==> config.mk <==
export PLATFORM = sky130hd
export DESIGN_NAME = div16_seq_flat
export DESIGN_NICKNAME = d
export VERILOG_FILES = /design/src/rtl/div16_seq_if.sv /design/src/rtl/div16_seq.sv /design/src/flat_wrapper.sv
export SDC_FILE = /design/constraint.sdc
export NUM_CORES = 1
export LEC_CHECK = 0
export CORE_MARGIN = 2
export CORE_UTILIZATION = 50
export DETAILED_ROUTE_END_ITERATION = 6
export PLACE_DENSITY = 0.75
export SYNTH_ARGS = -nofsm -noshare
export SYNTH_HDL_FRONTEND = slang
export SYNTH_SLANG_ARGS = --single-unit
==> constraint.sdc <==
create_clock -name clk -period 3.3 [get_ports clk]
set_input_delay 0.33 -clock clk [delete_from_list [all_inputs] [get_ports clk]]
set_output_delay 0.33 -clock clk [all_outputs]
set_load 0.03 [all_outputs]
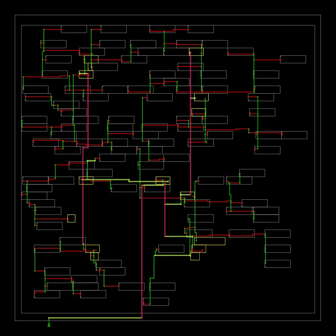
*Clock wiring as the flow saved it*
power dissipated in the clock network: 820 uW
final worst clock skew: 0.0167 ns
number of flip-flops and latches: 103
clk_buf instances: 11

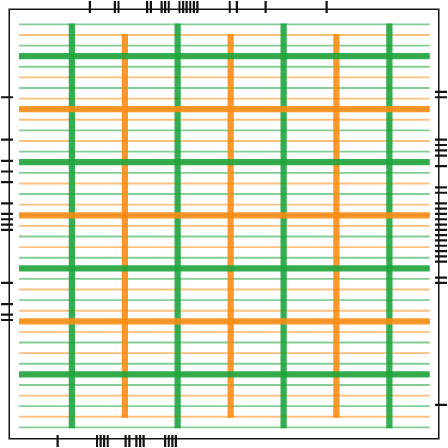
*Supply network*
Pins as bars on the die edge.
- green: VSS
- orange: VDD
- met5 straps: 7
- rows: 38
- met4 straps: 7
- signal pins: 70
- met1 rails: 39
core box area: 10900 um2
Die X-Extent: 110 um
Max VDD drop: 0.467 mV
Chip Height: 110 um

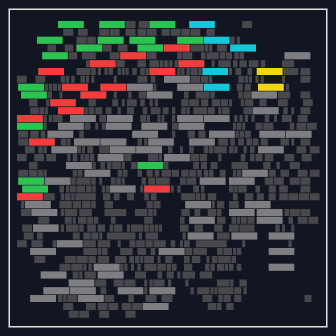
*Where the registers sit*
- yellow: u_core.r_state (flops 2)
- red: u_core.r_qw (flops 15)
- cyan: u_core.r_cnt (flops 5)
- green: u_core.bus.quotient (flops 16)
share of cell area taken by flip-flops and latches: 38.9%
area used by sequential logic in the layout: 2580 um2
flip-flop and latch power: 1.99 mW
share of the core filled with cells in the final layout: 60.8%

==> results.sh <==
# flow metrics
export IMPL_clock_path_buffers=2
export IMPL_initial_core_util_pct=51.4
export IMPL_synth_area_yosys_um2=5590
export IMPL_finalSetupTns_ns=0
export IMPL_hold_violations=0
export IMPL_numCtsBuffers=9
export IMPL_fillCellCount=915
export IMPL_synthDominantAreaCellType="sky130_fd_sc_hd__dfrtp_1"
export IMPL_htree_num_levels=3
export IMPL_post_synth_most_frequent_cells="103 x sky130_fd_sc_hd__dfrtp_1, 82 x sky130_fd_sc_hd__nand2_1, 44 x sky130_fd_sc_hd__o21ai_0, 32 x sky130_fd_sc_hd__nor2_1, 31 x sky130_fd_sc_hd__inv_1"
export IMPL_nets=701
export IMPL_critPathArrivalTime_ns=3.33
export IMPL_synth_main_ff_cell="sky130_fd_sc_hd__dfrtp_1"
export IMPL_top_usage_layer="met2"
export IMPL_initialDrtViolationCount=469
export IMPL_slew_limit_headroom_pct=45.4
export IMPL_synthToLayoutAreaGrowth_pct=18.3
export IMPL_grt_util_met2_pct=40.5
export IMPL_worst_slew_pin_transition_ns=0.819
export IMPL_crit_fanout=23
export IMPL_powerDensity_nw_per_um2=977
export IMPL_run_status="complete, no violations"
export IMPL_synth_async_sr_flop_share_pct=100
export IMPL_grt_met3_usage_pct=4.92
export IMPL_dp_final_hpwl_mm=10.7
export IMPL_antenna_violating_nets_post_route=0
export IMPL_finalSetupViolCount=0
export IMPL_tool_warnings=28
export IMPL_clk_insertion_delay_late_ns=0.38
export IMPL_maxCapViolCount=0
export IMPL_dr_pass1_iters=5
export IMPL_wl_cell_um=18.5
export IMPL_post_cts_resized=0
export IMPL_worstSetupStartpointType="flop"
export IMPL_finalWorstPathRequiredPeriod_ns=3.05
export IMPL_synthesis_area_um2=5590
export IMPL_num_antenna_cells=0
export IMPL_first_global_vias=4728
export IMPL_timing_final_crit_share_pct=92.6
export IMPL_worstSetupEndpointType="flop"
export IMPL_grt_usage_pct=25.8
export IMPL_grt_ovfl_total=0
export IMPL_max_clock_freq_mhz=327
## metrics by stage
stage	cells	worst slack (ns)	instance area [um2]	utilization (%)	total power, mW
final	788	0.246	6620	60.8	6.47
after global routing	788	0.00472	6620	60.8	6.92
after CTS	788	0.285	6620	60.8	6.45
after detailed placement	773	0.276	6420	59.0	5.63
after global placement	773	0.401	6420	59.0	5.52
after floorplan	583	0.747	5590	-	4.51
## power breakdown
group	total [mW]	internal, mW	switching (mW)
clock network	0.820	0.371	0.449
logic	3.66	1.45	2.21
registers	1.99	1.68	0.307
## layout make-up
cell class	instances	area (um2)	area share [%]
Multi-Input combinational cell	415	2750	41.6
Sequential cell	103	2580	38.9
Timing Repair Buffer	84	801	12.1
Tap cell	140	175	2.65
Clock buffer	11	141	2.14
Inverter	31	116	1.76
Clock inverter	4	53.8	0.813
## cells by family (layout without fill, tap and decap cells)
kind of cell	Yosys count	in the layout	synth area share, %
muxes	35	35	6.64
adders and majority gates	22	22	5.06
AOI/OAI and AO/OA	170	170	21.6
DFF	103	103	46.1
buffers and inverters	65	130	4.81
and+or+nand+nor	179	179	14.4
xor gates and xnor gates	9	9	1.41
## critical path: stages (launching register included)
cell	delay, ns
sky130_fd_sc_hd__dfrtp_1	0.40
sky130_fd_sc_hd__inv_1	0.06
sky130_fd_sc_hd__ha_1	0.16
sky130_fd_sc_hd__inv_1	0.06
sky130_fd_sc_hd__fa_1	0.42
sky130_fd_sc_hd__a211oi_1	0.24
sky130_fd_sc_hd__o211ai_1	0.17
sky130_fd_sc_hd__a21o_2	0.24
sky130_fd_sc_hd__o211ai_4	0.54
sky130_fd_sc_hd__buf_4	0.27
sky130_fd_sc_hd__a2111oi_2	0.05
sky130_fd_sc_hd__o41ai_1	0.34
## layer usage
metal	vias up	wire [um]	part of all wire, %
met4	0	317	2.2
met2	179	6840	47
li1	2217	-	-
met3	27	1110	7.6
met5	-	0	0
met1	2338	6320	43
## layout by cell type, fill, tap and decap left out, types with 15 or more instances in the layout
cell | netlist | final
sky130_fd_sc_hd__dfrtp_1 | 103 | 103
sky130_fd_sc_hd__nand2_1 | 82 | 82
sky130_fd_sc_hd__clkdlybuf4s50_1 | 0 | 68
sky130_fd_sc_hd__o21ai_0 | 44 | 43
sky130_fd_sc_hd__nor2_1 | 32 | 32
sky130_fd_sc_hd__inv_1 | 31 | 31
sky130_fd_sc_hd__nand3_1 | 25 | 25
sky130_fd_sc_hd__a21oi_1 | 22 | 22
sky130_fd_sc_hd__ha_1 | 21 | 20
sky130_fd_sc_hd__mux2i_1 | 18 | 18
sky130_fd_sc_hd__mux2_2 | 17 | 17
sky130_fd_sc_hd__buf_4 | 0 | 16
sky130_fd_sc_hd__o22a_1 | 15 | 15
Power figures rest on the tool's default switching activity, not on a simulated workload.
